**Run 1: signal wires on met3**

Scale bar: 20 µm.
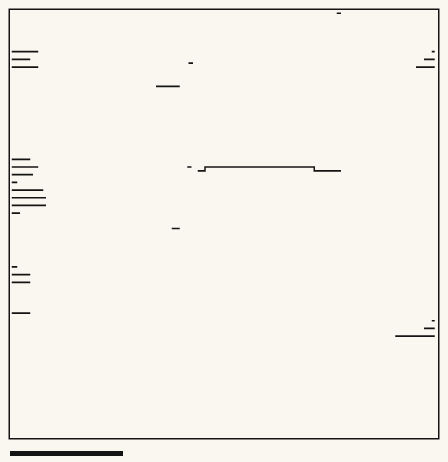
**Run 1: I/O pins on the die edge**

Scale bar: 20 µm. Pins as bars across the die edge, other pins in gray.
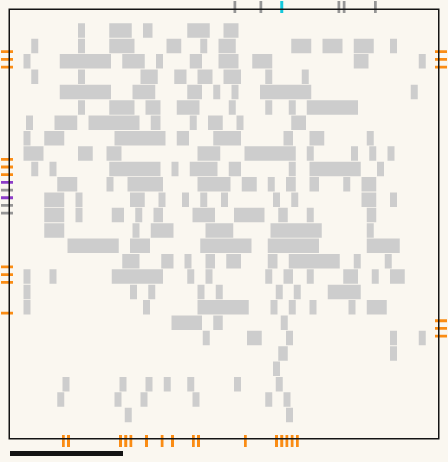
**Run 1: drive-strength map**

Scale bar: 20 µm.
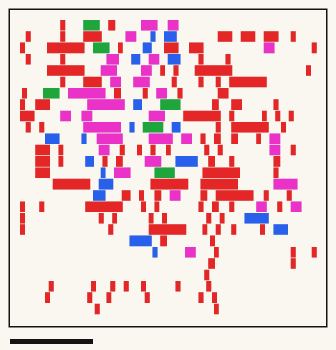
--- config.mk ---
export PLATFORM = sky130hd
export DESIGN_NAME = pss_tx_generator
export DESIGN_NICKNAME = d
export VERILOG_FILES = /design/src/rtl/pss_tx_generator.sv
export SDC_FILE = /design/constraint.sdc
export NUM_CORES = 1
export LEC_CHECK = 0
export ABC_AREA = 1
export CELL_PAD_IN_SITES_DETAIL_PLACEMENT = 2
export CELL_PAD_IN_SITES_GLOBAL_PLACEMENT = 2
export CORE_UTILIZATION = 21
export CTS_CLUSTER_DIAMETER = 150
export DETAILED_ROUTE_END_ITERATION = 8
export PLACE_DENSITY_LB_ADDON = 0.3
export SLEW_MARGIN = 20
export SYNTH_ARGS = -nofsm -noshare
export SYNTH_HDL_FRONTEND = slang
export SYNTH_SLANG_ARGS = --single-unit
--- constraint.sdc ---
create_clock -name clk_i -period 1.41 [get_ports clk_i]
set_input_delay 0.2115 -clock clk_i [delete_from_list [all_inputs] [get_ports clk_i]]
set_output_delay 0.2115 -clock clk_i [all_outputs]
set_load 0.005 [all_outputs]
--- src/rtl/pss_tx_generator.sv ---
// PSS transmit generator: on an accepted start, streams one time-domain PSS
// OFDM symbol (cyclic prefix, full symbol, zero guard gap) as AXI-stream samples.
module pss_tx_generator #(
   parameter int OUT_DW  = 32,
   parameter int TAP_DW  = 32,
   parameter int PSS_LEN = 128,
   parameter int CP_LEN  = 9,
   parameter int GAP_LEN = 0,
   parameter logic [TAP_DW*PSS_LEN-1:0] PSS_LOCAL_0 = '0,
   parameter logic [TAP_DW*PSS_LEN-1:0] PSS_LOCAL_1 = '0,
   parameter logic [TAP_DW*PSS_LEN-1:0] PSS_LOCAL_2 = '0
) (
   input  logic              clk_i,
   input  logic              reset_ni,
   input  logic              start_i,
   input  logic [1:0]        N_id_2_i,
   output logic [OUT_DW-1:0] m_axis_out_tdata,
   output logic              m_axis_out_tvalid,
   input  logic              m_axis_out_tready,
   output logic              m_axis_out_tlast,
   output logic              busy_o,
   output logic              done_o,
   output logic              invalid_o
);

   localparam int IW = (PSS_LEN > 1) ? $clog2(PSS_LEN) : 1;
   localparam int GW = (GAP_LEN > 1) ? $clog2(GAP_LEN) : 1;

   // First CP index; when CP_LEN is 0 the CP state is never entered
   localparam logic [IW-1:0] IDX_LAST = IW'(PSS_LEN - 1);
   localparam logic [IW-1:0] CP_FIRST = IW'(PSS_LEN - CP_LEN);
   localparam logic [GW-1:0] GAP_LAST = GW'((GAP_LEN > 0) ? GAP_LEN - 1 : 0);

   typedef enum logic [1:0] {
      ST_IDLE,
      ST_CP,
      ST_SYM,
      ST_GAP
   } state_t;

   state_t            state, state_next;
   logic [IW-1:0]     idx, idx_next, idx_inc;
   logic [GW-1:0]     gap_cnt, gap_next, gap_inc;
   logic [1:0]        nid, nid_next;
   logic [OUT_DW-1:0] data_next;
   logic              valid_next;
   logic              last_next;
   logic              done_next;
   logic              invalid_next;
   logic              handshake;

   // Bit-exact sample lookup from the stored sequence selected by N_id_2
   function automatic logic [OUT_DW-1:0] fetch(input logic [1:0] sel, input logic [IW-1:0] k);
      case (sel)
         2'd0:    fetch = OUT_DW'(PSS_LOCAL_0[int'(k)*TAP_DW +: TAP_DW]);
         2'd1:    fetch = OUT_DW'(PSS_LOCAL_1[int'(k)*TAP_DW +: TAP_DW]);
         2'd2:    fetch = OUT_DW'(PSS_LOCAL_2[int'(k)*TAP_DW +: TAP_DW]);
         default: fetch = '0;
      endcase
   endfunction

   // State, counters and the registered output stage
   always_ff @(posedge clk_i or negedge reset_ni) begin
      if (!reset_ni) begin
         state             <= ST_IDLE;
         idx               <= '0;
         gap_cnt           <= '0;
         nid               <= '0;
         m_axis_out_tdata  <= '0;
         m_axis_out_tvalid <= 1'b0;
         m_axis_out_tlast  <= 1'b0;
         done_o            <= 1'b0;
         invalid_o         <= 1'b0;
      end else begin
         state             <= state_next;
         idx               <= idx_next;
         gap_cnt           <= gap_next;
         nid               <= nid_next;
         m_axis_out_tdata  <= data_next;
         m_axis_out_tvalid <= valid_next;
         m_axis_out_tlast  <= last_next;
         done_o            <= done_next;
         invalid_o         <= invalid_next;
      end
   end

   // Next-state logic: each handshake advances to the next sample and preloads it
   always_comb begin
      state_next   = state;
      idx_next     = idx;
      gap_next     = gap_cnt;
      nid_next     = nid;
      data_next    = m_axis_out_tdata;
      valid_next   = m_axis_out_tvalid;
      last_next    = m_axis_out_tlast;
      done_next    = 1'b0;
      invalid_next = 1'b0;
      handshake    = m_axis_out_tvalid && m_axis_out_tready;
      idx_inc      = idx + 1'b1;
      gap_inc      = gap_cnt + 1'b1;

      case (state)
         ST_IDLE: begin
            if (start_i) begin
               if (N_id_2_i == 2'd3) begin
                  invalid_next = 1'b1;
               end else begin
                  nid_next   = N_id_2_i;
                  valid_next = 1'b1;
                  last_next  = 1'b0;
                  if (CP_LEN > 0) begin
                     state_next = ST_CP;
                     idx_next   = CP_FIRST;
                     data_next  = fetch(N_id_2_i, CP_FIRST);
                  end else begin
                     state_next = ST_SYM;
                     idx_next   = '0;
                     data_next  = fetch(N_id_2_i, '0);
                  end
               end
            end
         end

         ST_CP: begin
            if (handshake) begin
               if (idx == IDX_LAST) begin
                  state_next = ST_SYM;
                  idx_next   = '0;
                  data_next  = fetch(nid, '0);
               end else begin
                  idx_next  = idx_inc;
                  data_next = fetch(nid, idx_inc);
               end
            end
         end

         ST_SYM: begin
            if (handshake) begin
               if (idx == IDX_LAST) begin
                  if (GAP_LEN > 0) begin
                     state_next = ST_GAP;
                     gap_next   = '0;
                     data_next  = '0;
                     last_next  = (GAP_LAST == '0);
                  end else begin
                     state_next = ST_IDLE;
                     idx_next   = '0;
                     data_next  = '0;
                     valid_next = 1'b0;
                     last_next  = 1'b0;
                     done_next  = 1'b1;
                  end
               end else begin
                  idx_next  = idx_inc;
                  data_next = fetch(nid, idx_inc);
                  last_next = (GAP_LEN == 0) && (idx_inc == IDX_LAST);
               end
            end
         end

         ST_GAP: begin
            if (handshake) begin
               if (gap_cnt == GAP_LAST) begin
                  state_next = ST_IDLE;
                  idx_next   = '0;
                  gap_next   = '0;
                  data_next  = '0;
                  valid_next = 1'b0;
                  last_next  = 1'b0;
                  done_next  = 1'b1;
               end else begin
                  gap_next  = gap_inc;
                  last_next = (gap_inc == GAP_LAST);
               end
            end
         end

         default: begin
            state_next = ST_IDLE;
            valid_next = 1'b0;
            last_next  = 1'b0;
         end
      endcase
   end

   assign busy_o = (state != ST_IDLE);

endmodule

==> impl_metrics.ini, run 1 <==
; generated from flow reports
[sta]
skew_ns = 0.00481
fmax_ghz = 0.698
pnr_worst_setup_slack_ns = -0.0218
min_period_ns = 1.43
timing.final.hold_violations = 0
rsz_0062_raised_after_global_routing = yes
timing.final.setup_violations = 9
number_of_slew_limit_violations_in_the_final_report = 0
finalClockPeriodUsage_pct = 102

[clock_network]
clk_path_buf_depth = 2
clkLatencyLatePin_ns = 0.24
post_cts.repair.setup_buffers = 5
cts-hold-fix-buffers = 0
post_cts_resize_count = 24
clock-root-buffer = clkbuf_8
clk_pin_slew_ns = 0.06
cts_htree_levels = 1
numClockSinks = 13
tritoncts.num_buffers = 3
tritoncts = yes

[synth]
post_synth_ao_oa_area_fraction_pct = 4.61
synth-cells-yosys = 153
synth.logic.top_family = simple AND/OR/NAND/NOR gates
syn_inst = 153
synth-seq-cells = 13
synth.largest_area_cell = dfrtp_1
yosysWarnings = 0
synthTopCellsByArea = dfrtp_1 29%, buf_4 22%, nand2_1 11%
synth_area_per_cell_um2 = 7.46
yosys_area_mm2 = 0.00114
mux_share_of_post_synthesis_cell_area_pct = 0
post_synth_instance_area_mm2 = 0.00114
yosys.stat.seqShare_pct = 28.5
yosys.area_share.xor_xnor_pct = 0.768
synth_top_area_share_pct = 28.5
synth.cellmix.adderShare_pct = 7.68
yosys.area_share.simple_pct = 30.8
yosysUniqueCellTypes = 22

[critical_path]
capturing_element_type_of_the_critical_path = flip-flop
cpMaxStageDelayCell = dfrtp_1
crit_arrival_ns = 1.57
worstPathRequired_ns = 1.54
total_buffers_and_inverters_traversed_by_the_critical_path = 2
worst_setup_path_start_kind = flip-flop
worst_path_dominant_cell_family = simple AND/OR/NAND/NOR gates
worst-setup-path-type = flip-flop to flip-flop
critical_path.max_fanout = 3
timing.critical_path.cells = inv_2 -> buf_4 -> ha_1 -> or2_4 -> nand2_4 -> nand2_4 -> nand2_1 -> nand2_1
critical-path-max-stage-delay_ns = 0.40

[power_and_ir_drop]
clk-power_mw = 0.335
comb_cell_power_mw = 2.26
p_sw_share_pct = 47.8
sequentialPower_mw = 0.672
leakagePower_nw = 0.748
cellPowerDensity_mw_per_mm2 = 2160
combPwrFrac_pct = 69.2
power.largest_group = combinational cells
switching_power_mw = 1.56
power.share.sequential_pct = 20.6
clock_network_fraction_of_total_power_pct = 10.2
totalPowerFinal_mw = 3.27
power.internal_mw = 1.71
ir_worst_vdd_mv = 0.658

[finish]
layout.buffer.nonclock.area_share_pct = 17.3
layout.cells.most_common = conb_1
layoutNonFillerInstCount = 255
insertedDiodeCount = 0
area.sequential_um2 = 325
layout_top_cells_excl_fill_tap = 32 x conb_1, 29 x nand2_1, 17 x buf_4, 15 x nor2_1, 13 x dfrtp_1
layout.area.top_class = multi-input combinational cells
comb.multi_input.count = 121
sequential_cell_area_share_pct = 21.5
final.clkbuf_count = 4
flops = 13
buffers_excl_clock = 30
logic_area_um2 = 732
layout.filler_cells = 618
drive_above_1_share_pct = 29.7
clk_share_pct = 2.97
comb_area_share_pct = 48.3
layout.nets = 199
inv_count = 17

[routing]
detail_route.vias_per_cell = 3.87
detailedRoute.firstPassIterationCount = 2
routedWlPerCell_um = 12.5
met3WireLength_um = 96
met2WireLength_mm = 1.73
detailroute.via_count = 986
drt_drc_violations_left = 0
drt_first_iter_violations = 19
drt-met1-wl_mm = 1.29
top_routing_layer_in_use = met4
final_antenna_net_count = 0
route.final.wire_length_mm = 3.19

[global_routing]
pin_count_of_the_biggest_net_entering_global_routing = 14
grt_usage_pct = 11.7
antenna_found_initial = 0
grt_overflow = 0
grt-busiest-layer = met2
global_route.usage.met1_pct = 13.8
grt_pass1_vias = 1089
first_pass_grt_wire_length_mm = 4.91
global_route.usage.met3_pct = 1.72
global_route.usage.met2_pct = 21.4

[floorplan]
core.rowCount = 26
taps = 70
fp.dieW_um = 75.7
die_height_um = 75.7
io-pin-count = 43
starting_density_of_the_core_pct = 22.1
chip_area_mm2 = 0.00573
core_region_area_mm2 = 0.00517

[outcome]
outcome = finished with violations
violations = negative setup slack

[worst_hold_path]
worstHoldPathType = primary input to asynchronous set/reset pin

[placement]
place.port_buffers = 10
detailedPlacementHpwl_mm = 2.46
dp_cells = 247
gp_routability_congestion = 0.724

[run]
tool_warning_count = 33
max_cap_violations = 0
Back to the opening pictures, 'signal wires on met3':
The wires run mostly horizontal. The longest straight run is 19.3 µm. 24 nets have wire on it. The layer holds 3.0% of the routed length.

Back to the opening pictures, 'I/O pins on the die edge':
Cyan stands for done_o, pins 1, direction output, edge north. Orange stands for m_axis_out_tdata, pins 32, direction output, edge 16 south, 10 west, 6 east. Purple stands for N_id_2_i, pins 2, direction input, edge west.

Back to the opening pictures, 'drive-strength map':
Magenta stands for _3 and _4 cells, cells 30. Red stands for _0 and _1 cells, cells 130. Green stands for _6 and larger, cells 6. Blue stands for _2 cells, cells 19.
post-synthesis to final-layout area growth: 32.8%
area of all placed cells without fillers: 0.00152 mm²

run 1: per-stage QoR:
stage | hold slack (ns) | worst slack [ns] | TNS (ns) | utilization, % | instance area [µm²]
after detailed placement | 0.510 | -0.177 | -1.60 | 25.5 | 1320
after global routing | 0.310 | -0.0999 | -0.900 | 29.3 | 1520
after floorplan | -0.0841 | 0.0146 | 0 | - | 1260
final | 0.286 | -0.0218 | -0.0942 | 29.3 | 1520
after global placement | 0.492 | -0.107 | -1.04 | 25.5 | 1320
after CTS | 0.290 | -0.0356 | -0.198 | 28.7 | 1480
run 1: flip-flops by register name, summed over array words and instances, names as in the netlist:
register,flops
idx,7
done_o,1
invalid_o,1
m_axis_out_tlast,1
state,2
m_axis_out_tvalid,1
run 1: worst paths after layout:
check	start	end	slack [ns]	depth (start not counted)
max	state[1]	state[1]	-0.02	8
min	reset_ni	m_axis_out_tvalid	0.29	2
max reg2reg	state[1]	state[1]	-0.02	8
min reg2reg	m_axis_out_tvalid	m_axis_out_tvalid	0.52	2
max in group asynchronous	reset_ni	idx[3]	0.95	2
min in group clk_i	m_axis_out_tvalid	m_axis_out_tvalid	0.52	2
run 1: cells in the mapped netlist:
| master | n |
|---|---|
| ha_1 | 7 |
| nand3b_1 | 1 |
| buf_4 | 33 |
| a21oi_1 | 6 |
| nor2_1 | 16 |
| or2_2 | 1 |
| nand3_4 | 1 |
| nand3_2 | 1 |
| o21ai_1 | 1 |
| nand2_1 | 33 |
| nand3_1 | 9 |
| xnor2_1 | 1 |
| o21bai_1 | 1 |
| nand2_2 | 3 |
| dfrtp_1 | 13 |
| nor2_2 | 2 |
| nor2_4 | 1 |
| o21ai_0 | 2 |
| nand4_1 | 1 |
| conb_1 | 1 |
| inv_1 | 17 |
| nor3_4 | 2 |
==> run 2: changes to the inputs <==
--- a/config.mk
+++ b/config.mk
@@ -8,10 +8,13 @@
 export ABC_AREA = 1
 export CELL_PAD_IN_SITES_DETAIL_PLACEMENT = 2
 export CELL_PAD_IN_SITES_GLOBAL_PLACEMENT = 2
+export CORE_MARGIN = 5
 export CORE_UTILIZATION = 21
 export CTS_CLUSTER_DIAMETER = 150
 export DETAILED_ROUTE_END_ITERATION = 8
+export GPL_TIMING_DRIVEN = 0
 export PLACE_DENSITY_LB_ADDON = 0.3
+export SKIP_CTS_REPAIR_TIMING = 1
 export SLEW_MARGIN = 20
 export SYNTH_ARGS = -nofsm -noshare
 export SYNTH_HDL_FRONTEND = slang
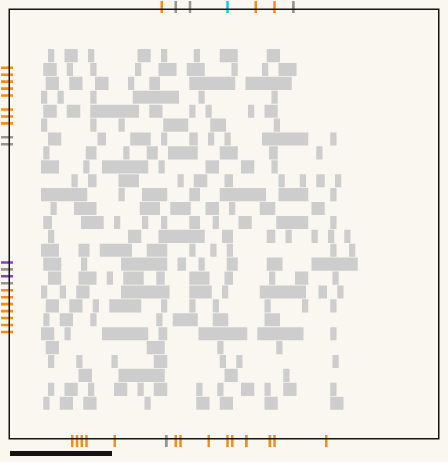
**Above:** run 2 (I/O pins on the die edge).
Scale bar: 20 µm. Pins as bars across the die edge, other pins in gray.
Purple stands for N_id_2_i, pins 2, direction input, edge west. Cyan stands for done_o, pins 1, direction output, edge north. Orange stands for m_axis_out_tdata, pins 32, direction output, edge 15 west, 14 south, 3 north.
overall die width: 83.7 µm
die y size: 83.7 µm

==> impl_metrics.ini, run 2 <==
; generated from flow reports
[outcome]
outcome = finished with violations
violations = negative setup slack

[sta]
worst_hold_slack_ns = 0.359
min_period_ns = 1.50
finalClockPeriodUsage_pct = 107
timing.final.hold_violations = 0
pnr_worst_setup_slack_ns = -0.0922
skew_ns = 0.00503
worst_slew_margin_rel_pct = 55.8
rsz_0062_raised_after_global_routing = yes
number_of_slew_limit_violations_in_the_final_report = 0
timing.final.setup_violations = 11
fmax_ghz = 0.666
max_slew.worst_pin.slew_ns = 0.661

[synth]
edf_count = 0
yosys_area_mm2 = 0.00114
postSynth.asyncResetShare_pct = 100
synth.cellmix.adderShare_pct = 7.68
yosysWarnings = 0
dominant_register_cell = dfrtp_1
ys_top_cells_by_count = 33 x buf_4, 33 x nand2_1, 17 x inv_1, 16 x nor2_1, 13 x dfrtp_1
post_synth_ao_oa_area_fraction_pct = 4.61
mux_share_of_post_synthesis_cell_area_pct = 0
post_synth_instance_area_mm2 = 0.00114
yosys.area_share.simple_pct = 30.8
yosys.area_share.xor_xnor_pct = 0.768
synth-cells-yosys = 153
synth.largest_area_cell = dfrtp_1
yosys.stat.seqShare_pct = 28.5
synth_top_area_share_pct = 28.5
synth-seq-cells = 13
synthTopCellsByArea = dfrtp_1 29%, buf_4 22%, nand2_1 11%
syn_inst = 153
synth.logic.top_family = simple AND/OR/NAND/NOR gates
synth_area_per_cell_um2 = 7.46
yosysUniqueCellTypes = 22

[floorplan]
io-pin-count = 43
core_region_area_mm2 = 0.00520
chip_area_mm2 = 0.00701
core.rowCount = 26
starting_density_of_the_core_pct = 21.9

[clock_network]
clock-root-buffer = clkbuf_8
clkLatencyLatePin_ns = 0.25
tritoncts.num_buffers = 3
cts_htree_levels = 1
clk_pin_slew_ns = 0.07
tritoncts = yes
numClockSinks = 13
clk_path_buf_depth = 2

[global_routing]
grt_usage_pct = 8.97
grt_pass1_vias = 1166
first_pass_grt_wire_length_mm = 5.22
antenna_found_initial = 0
pin_count_of_the_biggest_net_entering_global_routing = 14
grt_overflow = 0

[placement]
detailedPlacementHpwl_mm = 2.40
placed_cell_area_mm2 = 0.00145
pre_cts_slack_ns = -0.274
gp_routability_congestion = 0.692
place.port_buffers = 10

[finish]
drive_above_1_share_pct = 37.2
layout_top_registers = idx: 7 flops, state: 2 flops
layout.core_utilization_pct = 32.3
registers.top_by_ff_count = idx
layout-area-overhead-vs-synth_pct = 47.5
layout.nets = 221
layout_top_cells_excl_fill_tap = 39 x buf_4, 32 x conb_1, 31 x nand2_1, 14 x inv_1, 14 x nor2_1
largest_register_ff_count = 7
insertedDiodeCount = 0
layout.cells.most_common = buf_4

[run]
tool_warning_count = 32
max_cap_violations = 0

[critical_path]
capturing_element_type_of_the_critical_path = flip-flop
total_buffers_and_inverters_traversed_by_the_critical_path = 2
timing.critical_path.cells = inv_2 -> ha_4 -> nand2_2 -> nand3_4 -> nor3_4 -> buf_6 -> a21oi_1
r2r.worst_path.cells = 7
cpMaxStageDelayCell = dfrtp_1
critical_path.max_fanout = 4
critical-path-max-stage-delay_ns = 0.41
crit_arrival_ns = 1.64
worst_path_dominant_cell_family = simple AND/OR/NAND/NOR gates
worst_setup_path_start_kind = flip-flop
path_depth = 7
worstPathRequired_ns = 1.55
worst-setup-path-type = flip-flop to flip-flop

[power_and_ir_drop]
ir_worst_vdd_mv = 0.780
leakagePower_nw = 0.869
cellPowerDensity_mw_per_mm2 = 1920

[routing]
detail_route.vias_per_cell = 3.80
drt_drc_violations_left = 0
detailroute.via_count = 1052
detailedRoute.firstPassIterationCount = 2
routedWlPerCell_um = 11.9
route.final.wire_length_mm = 3.30
final_antenna_net_count = 0
drt_first_iter_violations = 6

[worst_hold_path]
worstHoldPathType = primary input to asynchronous set/reset pin
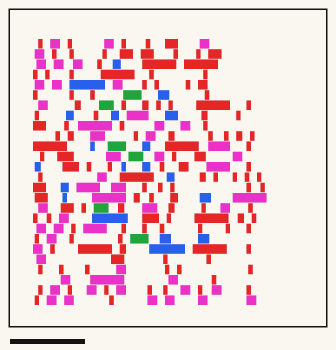
**Above:** run 2 (drive-strength map).
Scale bar: 20 µm.
Magenta stands for _3 and _4 cells, cells 52. Red stands for _0 and _1 cells, cells 130. Green stands for _6 and larger, cells 6. Blue stands for _2 cells, cells 19.
PnR worst setup slack: -0.0922 ns
number of non-clock buffers in the layout: 52
area of all placed cells without fillers: 0.00168 mm²

run 2: netlist changes by cell type in the layout (fill, tap and decap cells not counted), sizes merged:
| cell | before | now |
|---|---|---|
| clkbuf | 4 | 5 |
| buf | 20 | 42 |
| clkdlybuf4s15 | 1 | 0 |
run 2: power breakdown:
group | total [mW] | switching [mW] | internal [mW]
logic | 2.16 | 1.23 | 0.929
registers | 0.709 | 0.178 | 0.531
clock network | 0.363 | 0.163 | 0.201
run 2: final timing paths:
path / from / endpoint / slack [ns]
setup / recovery: state[0] / idx[1] / -0.09
hold / removal: reset_ni / state[0] / 0.36
setup reg to reg: state[0] / idx[1] / -0.09
hold reg to reg: m_axis_out_tvalid / m_axis_out_tvalid / 0.53
max in group asynchronous: reset_ni / idx[0] / 0.58
min in group clk_i: m_axis_out_tvalid / m_axis_out_tvalid / 0.53
run 2: cell families after synthesis:
group / after synthesis
other: 1
flip-flops: 13
adder cells (fa/ha/maj): 7
XOR/XNOR: 1
AND/OR/NAND/NOR: 71
buffers and inverters: 50
AND-OR/OR-AND: 10
run 2: layer usage:
layer  global-route usage, %  wire (µm)
met4                    3.07         50
met3                    1.58        111
met5                       0          0
met2                    15.7       1730
met1                    11.0       1410
run 2: metrics by stage:
| stage | setup TNS, ns | cells | power, mW |
|---|---|---|---|
| floorplan | 0 | 184 | 1.87 |
| global placement | -2.21 | 264 | 2.29 |
| detailed placement | -2.58 | 264 | 2.34 |
| CTS | -3.12 | 268 | 2.71 |
| global route | -1.73 | 277 | 3.57 |
| finish | -0.545 | 277 | 3.23 |
run 2: final cells by class:
class	count	area, µm²
Sequential cell	13	329
Inverter	17	63.8
Timing Repair Buffer	19	174
Fill cell	627	3520
Clock buffer	4	45.0
Tap cell	70	87.6
Buffer	33	248
Multi-Input combinational cell	121	736
Power figures rest on the tool's default switching activity, not on a simulated workload.
